[config.mk]
export PLATFORM = sky130hd
export DESIGN_NAME = snake_head_stepper
export DESIGN_NICKNAME = d
export VERILOG_FILES = /design/src/rtl/snake_head_stepper.sv
export SDC_FILE = /design/constraint.sdc
export NUM_CORES = 1
export LEC_CHECK = 0
export CORE_MARGIN = 10
export CORE_UTILIZATION = 47
export CTS_CLUSTER_SIZE = 8
export DETAILED_ROUTE_END_ITERATION = 8
export GPL_TIMING_DRIVEN = 1
export PLACE_DENSITY = 0.87
export SLEW_MARGIN = 10
export SYNTH_ARGS = -nofsm -noshare
export SYNTH_HDL_FRONTEND = slang
export SYNTH_SLANG_ARGS = --single-unit
export TNS_END_PERCENT = 1
[constraint.sdc]
create_clock -name clk_i -period 2.79 [get_ports clk_i]
set_clock_uncertainty 0.15 [all_clocks]
set_input_delay 0.4185 -clock clk_i [delete_from_list [all_inputs] [get_ports clk_i]]
set_output_delay 0.4185 -clock clk_i [all_outputs]
set_load 0.005 [all_outputs]
[src/rtl/snake_head_stepper.sv]
// Snake head stepper: holds the head coordinates and advances them by one grid
// cell per accepted game tick. The addition goes through an external 10-bit
// adder. This block drives the adder operands for one cycle, registers the
// sum, then applies screen-edge wrap-around before updating the head.
// Requests for a 180-degree reversal keep the current direction.
module snake_head_stepper #(
   parameter int unsigned STEP   = 10,
   parameter int unsigned X_MAX  = 630,
   parameter int unsigned Y_MAX  = 470,
   parameter int unsigned X_INIT = 320,
   parameter int unsigned Y_INIT = 240
) (
   input  logic       clk_i,
   input  logic       rst_i,
   input  logic       tick_i,
   input  logic [1:0] dir_in_i,
   output logic [9:0] add_a_o,
   output logic [9:0] add_b_o,
   input  logic [9:0] add_s_i,
   output logic [9:0] head_x_o,
   output logic [9:0] head_y_o,
   output logic [1:0] dir_cur_o,
   output logic       busy_o,
   output logic       step_done_o,
   output logic       wrapped_o
);

   // 10-bit versions of the parameters. The negative step is the
   // two's-complement of STEP, so the adder performs a subtraction.
   localparam logic [9:0] STEP_P   = 10'(STEP);
   localparam logic [9:0] STEP_NEG = (~STEP_P) + 10'd1;
   localparam logic [9:0] X_MAX_P  = 10'(X_MAX);
   localparam logic [9:0] Y_MAX_P  = 10'(Y_MAX);
   localparam logic [9:0] X_INIT_P = 10'(X_INIT);
   localparam logic [9:0] Y_INIT_P = 10'(Y_INIT);

   // Direction encoding: 00 up, 01 down, 10 left, 11 right.
   localparam logic [1:0] DIR_RIGHT = 2'b11;

   typedef enum logic [1:0] {
      ST_IDLE  = 2'b00,
      ST_ADD   = 2'b01,
      ST_CHECK = 2'b10
   } state_t;

   // Two directions on the same axis (same bit 1) that differ in sign
   // (bit 0) are exact opposites.
   function automatic logic is_reversal(input logic [1:0] req, input logic [1:0] cur);
      return (req[1] == cur[1]) && (req[0] != cur[0]);
   endfunction

   // Left and right move along x; up and down move along y.
   function automatic logic is_horizontal(input logic [1:0] dir);
      return dir[1];
   endfunction

   // Up and left decrease the coordinate.
   function automatic logic is_negative(input logic [1:0] dir);
      return ~dir[0];
   endfunction

   state_t     state_q, state_d;
   logic [9:0] head_x_q, head_x_d;
   logic [9:0] head_y_q, head_y_d;
   logic [1:0] dir_q, dir_d;
   logic [9:0] sum_q, sum_d;
   logic       under_q, under_d;
   logic [9:0] add_a_q, add_a_d;
   logic [9:0] add_b_q, add_b_d;
   logic       busy_q, busy_d;
   logic       step_done_q, step_done_d;
   logic       wrapped_q, wrapped_d;

   logic [1:0] dir_sel_s;
   logic [9:0] axis_max_s;
   logic [9:0] new_coord_s;
   logic       wrap_s;

   // Direction that a tick accepted now would latch; reversals keep the current one.
   always_comb begin
      dir_sel_s = dir_q;
      if (is_reversal(dir_in_i, dir_q)) begin
         dir_sel_s = dir_q;
      end else begin
         dir_sel_s = dir_in_i;
      end
   end

   // Wrap-around resolution of the registered sum for the axis being moved.
   always_comb begin
      axis_max_s  = Y_MAX_P;
      new_coord_s = sum_q;
      wrap_s      = 1'b0;
      if (is_horizontal(dir_q)) begin
         axis_max_s = X_MAX_P;
      end else begin
         axis_max_s = Y_MAX_P;
      end
      if (is_negative(dir_q)) begin
         if (under_q) begin
            new_coord_s = axis_max_s;
            wrap_s      = 1'b1;
         end else begin
            new_coord_s = sum_q;
            wrap_s      = 1'b0;
         end
      end else begin
         if (sum_q > axis_max_s) begin
            new_coord_s = 10'd0;
            wrap_s      = 1'b1;
         end else begin
            new_coord_s = sum_q;
            wrap_s      = 1'b0;
         end
      end
   end

   // Step FSM: next state plus next values of every registered output.
   always_comb begin
      state_d     = state_q;
      head_x_d    = head_x_q;
      head_y_d    = head_y_q;
      dir_d       = dir_q;
      sum_d       = sum_q;
      under_d     = under_q;
      add_a_d     = 10'd0;
      add_b_d     = 10'd0;
      busy_d      = busy_q;
      step_done_d = 1'b0;
      wrapped_d   = 1'b0;
      case (state_q)
         ST_IDLE: begin
            if (tick_i) begin
               // Operands are registered here so they are stable at the
               // adder for the whole ADD cycle.
               dir_d = dir_sel_s;
               if (is_horizontal(dir_sel_s)) begin
                  add_a_d = head_x_q;
               end else begin
                  add_a_d = head_y_q;
               end
               if (is_negative(dir_sel_s)) begin
                  add_b_d = STEP_NEG;
               end else begin
                  add_b_d = STEP_P;
               end
               busy_d  = 1'b1;
               state_d = ST_ADD;
            end else begin
               busy_d  = 1'b0;
               state_d = ST_IDLE;
            end
         end
         ST_ADD: begin
            // Underflow is detected on the operand, not on the wrapped sum.
            sum_d = add_s_i;
            if (is_negative(dir_q)) begin
               under_d = (add_a_q < STEP_P);
            end else begin
               under_d = 1'b0;
            end
            busy_d  = 1'b1;
            state_d = ST_CHECK;
         end
         ST_CHECK: begin
            if (is_horizontal(dir_q)) begin
               head_x_d = new_coord_s;
            end else begin
               head_y_d = new_coord_s;
            end
            step_done_d = 1'b1;
            wrapped_d   = wrap_s;
            busy_d      = 1'b0;
            state_d     = ST_IDLE;
         end
         default: begin
            busy_d  = 1'b0;
            state_d = ST_IDLE;
         end
      endcase
   end

   // State and output registers; synchronous reset discards any in-flight step.
   always_ff @(posedge clk_i) begin
      if (rst_i) begin
         state_q     <= ST_IDLE;
         head_x_q    <= X_INIT_P;
         head_y_q    <= Y_INIT_P;
         dir_q       <= DIR_RIGHT;
         sum_q       <= 10'd0;
         under_q     <= 1'b0;
         add_a_q     <= 10'd0;
         add_b_q     <= 10'd0;
         busy_q      <= 1'b0;
         step_done_q <= 1'b0;
         wrapped_q   <= 1'b0;
      end else begin
         state_q     <= state_d;
         head_x_q    <= head_x_d;
         head_y_q    <= head_y_d;
         dir_q       <= dir_d;
         sum_q       <= sum_d;
         under_q     <= under_d;
         add_a_q     <= add_a_d;
         add_b_q     <= add_b_d;
         busy_q      <= busy_d;
         step_done_q <= step_done_d;
         wrapped_q   <= wrapped_d;
      end
   end

   assign add_a_o     = add_a_q;
   assign add_b_o     = add_b_q;
   assign head_x_o    = head_x_q;
   assign head_y_o    = head_y_q;
   assign dir_cur_o   = dir_q;
   assign busy_o      = busy_q;
   assign step_done_o = step_done_q;
   assign wrapped_o   = wrapped_q;

endmodule

==> results_dict.tcl, run 1 <==
# metrics dict for downstream scripts
set metrics [dict create \
    fp_util 0.482 \
    path_cells "inv_1, ha_1, nand4_1, or3_1, a21oi_2, buf_4, o21ai_0" \
    met2_usage 0.233 \
    hpwl_mm 4.08 \
    p_clk_uw 418 \
    grtUsageMet3 0.0562 \
    syn_avg_cell_area_sq_um 8.83 \
    htreeDepth 2 \
    routed_via_density 5.46 \
    slew_viol_final 0 \
    yosys.area_share.aoi 0.152 \
    clk_path_buf_depth 2 \
    cts_resized 0 \
    ys_cells 238 \
    crit_start "dir_cur_o[1]" \
    status "complete, no violations" \
    postCtsHoldBufs 0 \
    p_leak_uw 0.00102 \
    ant_nets 0 \
    maxSlewHeadroom 0.562 \
    ys_sh_xor 0.00417 \
    post-route-period-util 0.804 \
    m1WireLength_mm 2.25 \
]
[run 1: cell type report]
class                      count  area [sq um]
tap                           52          65.1
clock inverter                 3          20.0
clock buffer                   5          68.8
timing repair buffer          64           626
fill                         371          1610
multi-input combinational    160           930
inverter                       4          15.0
sequential                    51          1020
[run 1: final timing paths]
kind / endpoint / slack, ns / cells past startpoint
worst max-delay path: head_x_o[8] / 0.55 / 7
worst min-delay path: sum_q[8] / 0.33 / 2
worst max register to register: head_x_o[8] / 0.55 / 7
worst min register to register: sum_q[8] / 0.33 / 2
[run 1: per-stage QoR]
step | hold slack, ns | setup WS (ns)
4_1_cts | 0.336 | 0.546
3_3_place_gp | 0.301 | 0.671
6_report | 0.333 | 0.548
2_1_floorplan | 0.291 | 0.745
5_1_grt | 0.362 | 0.402
3_5_place_dp | 0.322 | 0.561
Fig. 1: run 1, cell area per tile
Scale bar: 20 um. 9 x 9 tiles, from white (low) to dark blue (high), 0 to 100% covered.
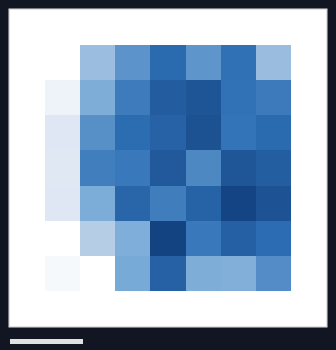
nearly empty tiles: 43%
densest ninth of the die: centre
fullest tile: 92%
core area: 0.00435 sq mm
Final Core Density: 0.630

Fig. 2: run 1, PDN straps and rails
Scale bar: 20 um. Pins as bars on the die edge. Tap cells in grey.
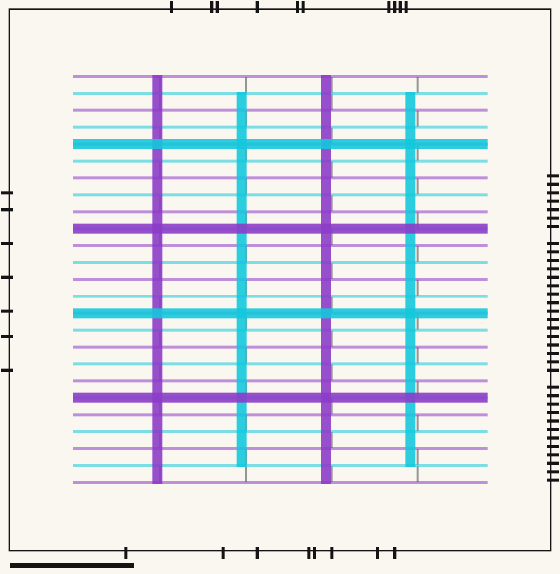
| net | colour |
|---|---|
| VSS | purple |
| VDD | cyan |
signal pins: 60
met1 rails: 25
met5 straps: 4
met4 straps: 4
tap cells: 52
maximum vdd drop: 0.176 mV
Die Wd: 86.9 um
Die Ht: 86.9 um

Fig. 3: run 1, where the registers sit
Scale bar: 20 um. Other sequential cells in the stronger grey, the rest of the logic in the fainter grey.
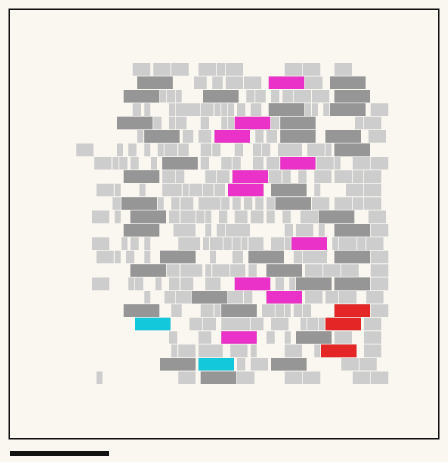
| netlist name | colour | sequential cells |
|---|---|---|
| state_q | cyan | 2 |
| add_b_o | red | 3 |
| head_y_o | magenta | 10 |
not coloured: 36

Fig. 4: run 1, I/O nets highlighted
Scale bar: 20 um.
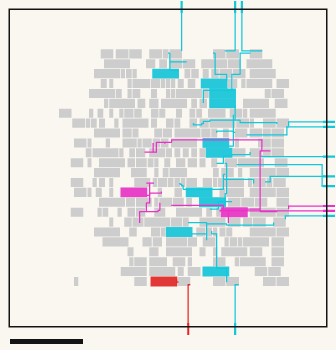
| port | colour | bits | direction | end cells | buffers | wire |
|---|---|---|---|---|---|---|
| dir_cur_o | magenta | 2 | output | 2 | 2 | 162 um |
| head_x_o | cyan | 10 | output | 10 | 10 | 373 um |
| step_done_o | red | 1 | output | 1 | 1 | 12.7 um |

## Run 2: what changed since run 1
Settings changed: CORE_UTILIZATION 47 to 42, PLACE_DENSITY 0.87 to 0.83.
Clock period 2.79 ns to 1.9 ns, I/O delays scaled along.
==> run 2 against run 1 <==
  * The run now ends with setup timing left
  * Total power up 56%
  * Hold slack better by 0.0086 ns
  * Worst setup slack worse by 0.62 ns
  * Die size is 9.1% higher
  * Register-to-register slack worse by 0.62 ns
  * Count of clock-buffer cells in the layout is 2 higher
  * Largest cell class unchanged
  * Design area increased by 6.0%
  * Core utilization down 2.2 points
  * Critical path type unchanged
  * Maximum frequency increased by 14%
  * Clock power up 71%
==> results_dict.tcl, run 2 <==
# metrics dict for downstream scripts
set metrics [dict create \
    nClkBuffers 7 \
    ys_sh_xor 0.00417 \
    logic_area_sq_um 940 \
    setup_slack_ns -0.0740 \
    routed_via_density 5.18 \
    buf_share 0.252 \
    hold_depth 2 \
    buffers 78 \
    finalSetupViolCount 21 \
    postCtsHoldBufs 0 \
    rr_worst_depth 7 \
    status "finished, violations left" \
    sh_comb_area 0.323 \
    violations "setup timing" \
    whs_endpoint "under_q" \
    die_y_um 90.7 \
    reg2reg_slack_ns -0.07 \
    crit_end "head_x_o[8]" \
    hpwl_mm 4.29 \
    p_clk_uw 714 \
    fp_util 0.439 \
    post-route-period-util 1.04 \
    flop_area_sq_mm 0.00102 \
    clk_path_buf_depth 2 \
    htreeDepth 2 \
    dp_slack_ns -0.0322 \
    seq_cells 51 \
    cts_resized 0 \
    crit_start "dir_cur_o[1]" \
    p_leak_uw 0.00110 \
    fin_util 0.608 \
    ant_nets 0 \
    ys_cells 238 \
    grtUsageMet3 0.0532 \
]
-- run 2: cell types whose count changed in the layout (fill, tap and decap cells not counted) --
| cell | before | now |
|---|---|---|
| buf_4 | 6 | 19 |
| clkinvlp_4 | 2 | 0 |
| buf_6 | 0 | 1 |
| clkbuf_16 | 0 | 1 |
| clkbuf_8 | 5 | 6 |
| dfxtp_1 | 51 | 50 |
| dfxtp_4 | 0 | 1 |
| inv_1 | 4 | 3 |
| inv_2 | 0 | 1 |
| o31ai_1 | 6 | 5 |
| o31ai_2 | 0 | 1 |
| or3_1 | 2 | 1 |
| or3_4 | 0 | 1 |
-- run 2: worst max-delay path, stage by stage, from the launching register on --
cell	delay [ns]
dfxtp_4	0.38
inv_2	0.05
ha_1	0.29
nand4_1	0.13
or3_4	0.41
a21oi_2	0.16
buf_4	0.19
o21ai_0	0.10
Fig. 5: run 2, I/O nets highlighted
Scale bar: 20 um.
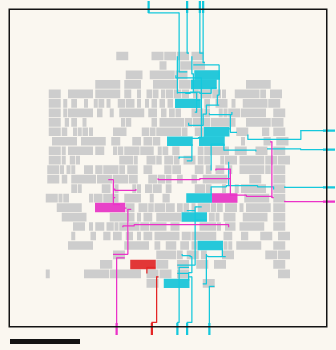
IO Pins: 60
IO buf count: 58

## Run 3: what changed since run 2
Settings changed: GPL_ROUTABILITY_DRIVEN set to 0.
==> run 3 against run 2 <==
  * The run still ends with setup timing left
  * First-iteration DRC count down 43%
  * Worst setup slack got worse by 0.011 ns
  * Maximum frequency down 0.57%
  * Synthesized cell count stayed put
  * Synthesized area did not move
==> results_dict.tcl, run 3 <==
# metrics dict for downstream scripts
set metrics [dict create \
    status "finished, violations left" \
    violations "setup timing" \
    max_stage_delay_ns 0.41 \
    postCtsHoldBufs 0 \
    dp_slack_ns -0.0579 \
    ys_cells 238 \
    rr_worst_depth 7 \
    clk_path_buf_depth 2 \
    path_depth 7 \
    io_buffer_count 58 \
    cts_resized 2 \
    p_leak_uw 0.00108 \
    hpwl_mm 4.28 \
    whs_endpoint "sum_q[1]" \
    setup_slack_ns -0.0852 \
    finalSetupViolCount 21 \
    dr_total_vias 1917 \
    post-route-period-util 1.04 \
    firstDrtPassIters 4 \
    ant_nets 0 \
    reg2reg_slack_ns -0.09 \
    crit_start "dir_cur_o[1]" \
    r2r_end "head_x_o[2]" \
    ioPinCount 60 \
    fp_util 0.439 \
    path_cells "inv_4, ha_4, nand4_1, or3_1, a21oi_2, buf_12, o21ai_0" \
    fin_util 0.608 \
    p_comb_uw 260 \
    critPathTopFamily "simple AND/OR/NAND/NOR gates" \
    crit_end "head_x_o[2]" \
    slowest_stage "or3_1" \
    synth-edff-count 0 \
    die_y_um 90.7 \
    clockPowerShare 0.308 \
    path_buffers 2 \
]
run 3: final cells by class:
type / count / area (sq um) / area share
timing repair buffer: 77 / 736 / 0.253
sequential: 51 / 1020 / 0.352
multi-input combinational: 160 / 960 / 0.330
inverter: 4 / 17.5 / 0.00602
clock inverter: 3 / 18.8 / 0.00645
tap: 67 / 83.8 / 0.0288
clock buffer: 5 / 68.8 / 0.0237
run 3: tightest hold or removal path: stages, from the launching register on:
cell and delay (ns):
dfxtp_1 0.34, nand2_1 0.06, a21oi_1 0.05
run 3: kinds of logic after synthesis:
family	after synthesis	share of synthesized area
and+or+nand+nor	92	0.208
AOI/OAI and AO/OA	51	0.152
DFF	51	0.486
buffers and inverters	27	0.0715
muxes	11	0.0524
adders and majority gates	4	0.0238
other	1	0.00179
xor gates and xnor gates	1	0.00417
Fig. 6: run 3, cell area per tile
Scale bar: 20 um. 9 x 9 tiles, from white (low) to dark blue (high), 0 to 100% covered.
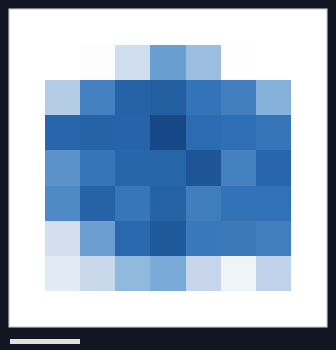
densest ninth of the die: centre
mean over tiles: 34%
nearly empty tiles: 44%
emptiest ninth of the die: upper left
tiles over 75% full: 20%
fullest tile: 91%

No activity file was given, so power comes from the tool's default toggle rates.
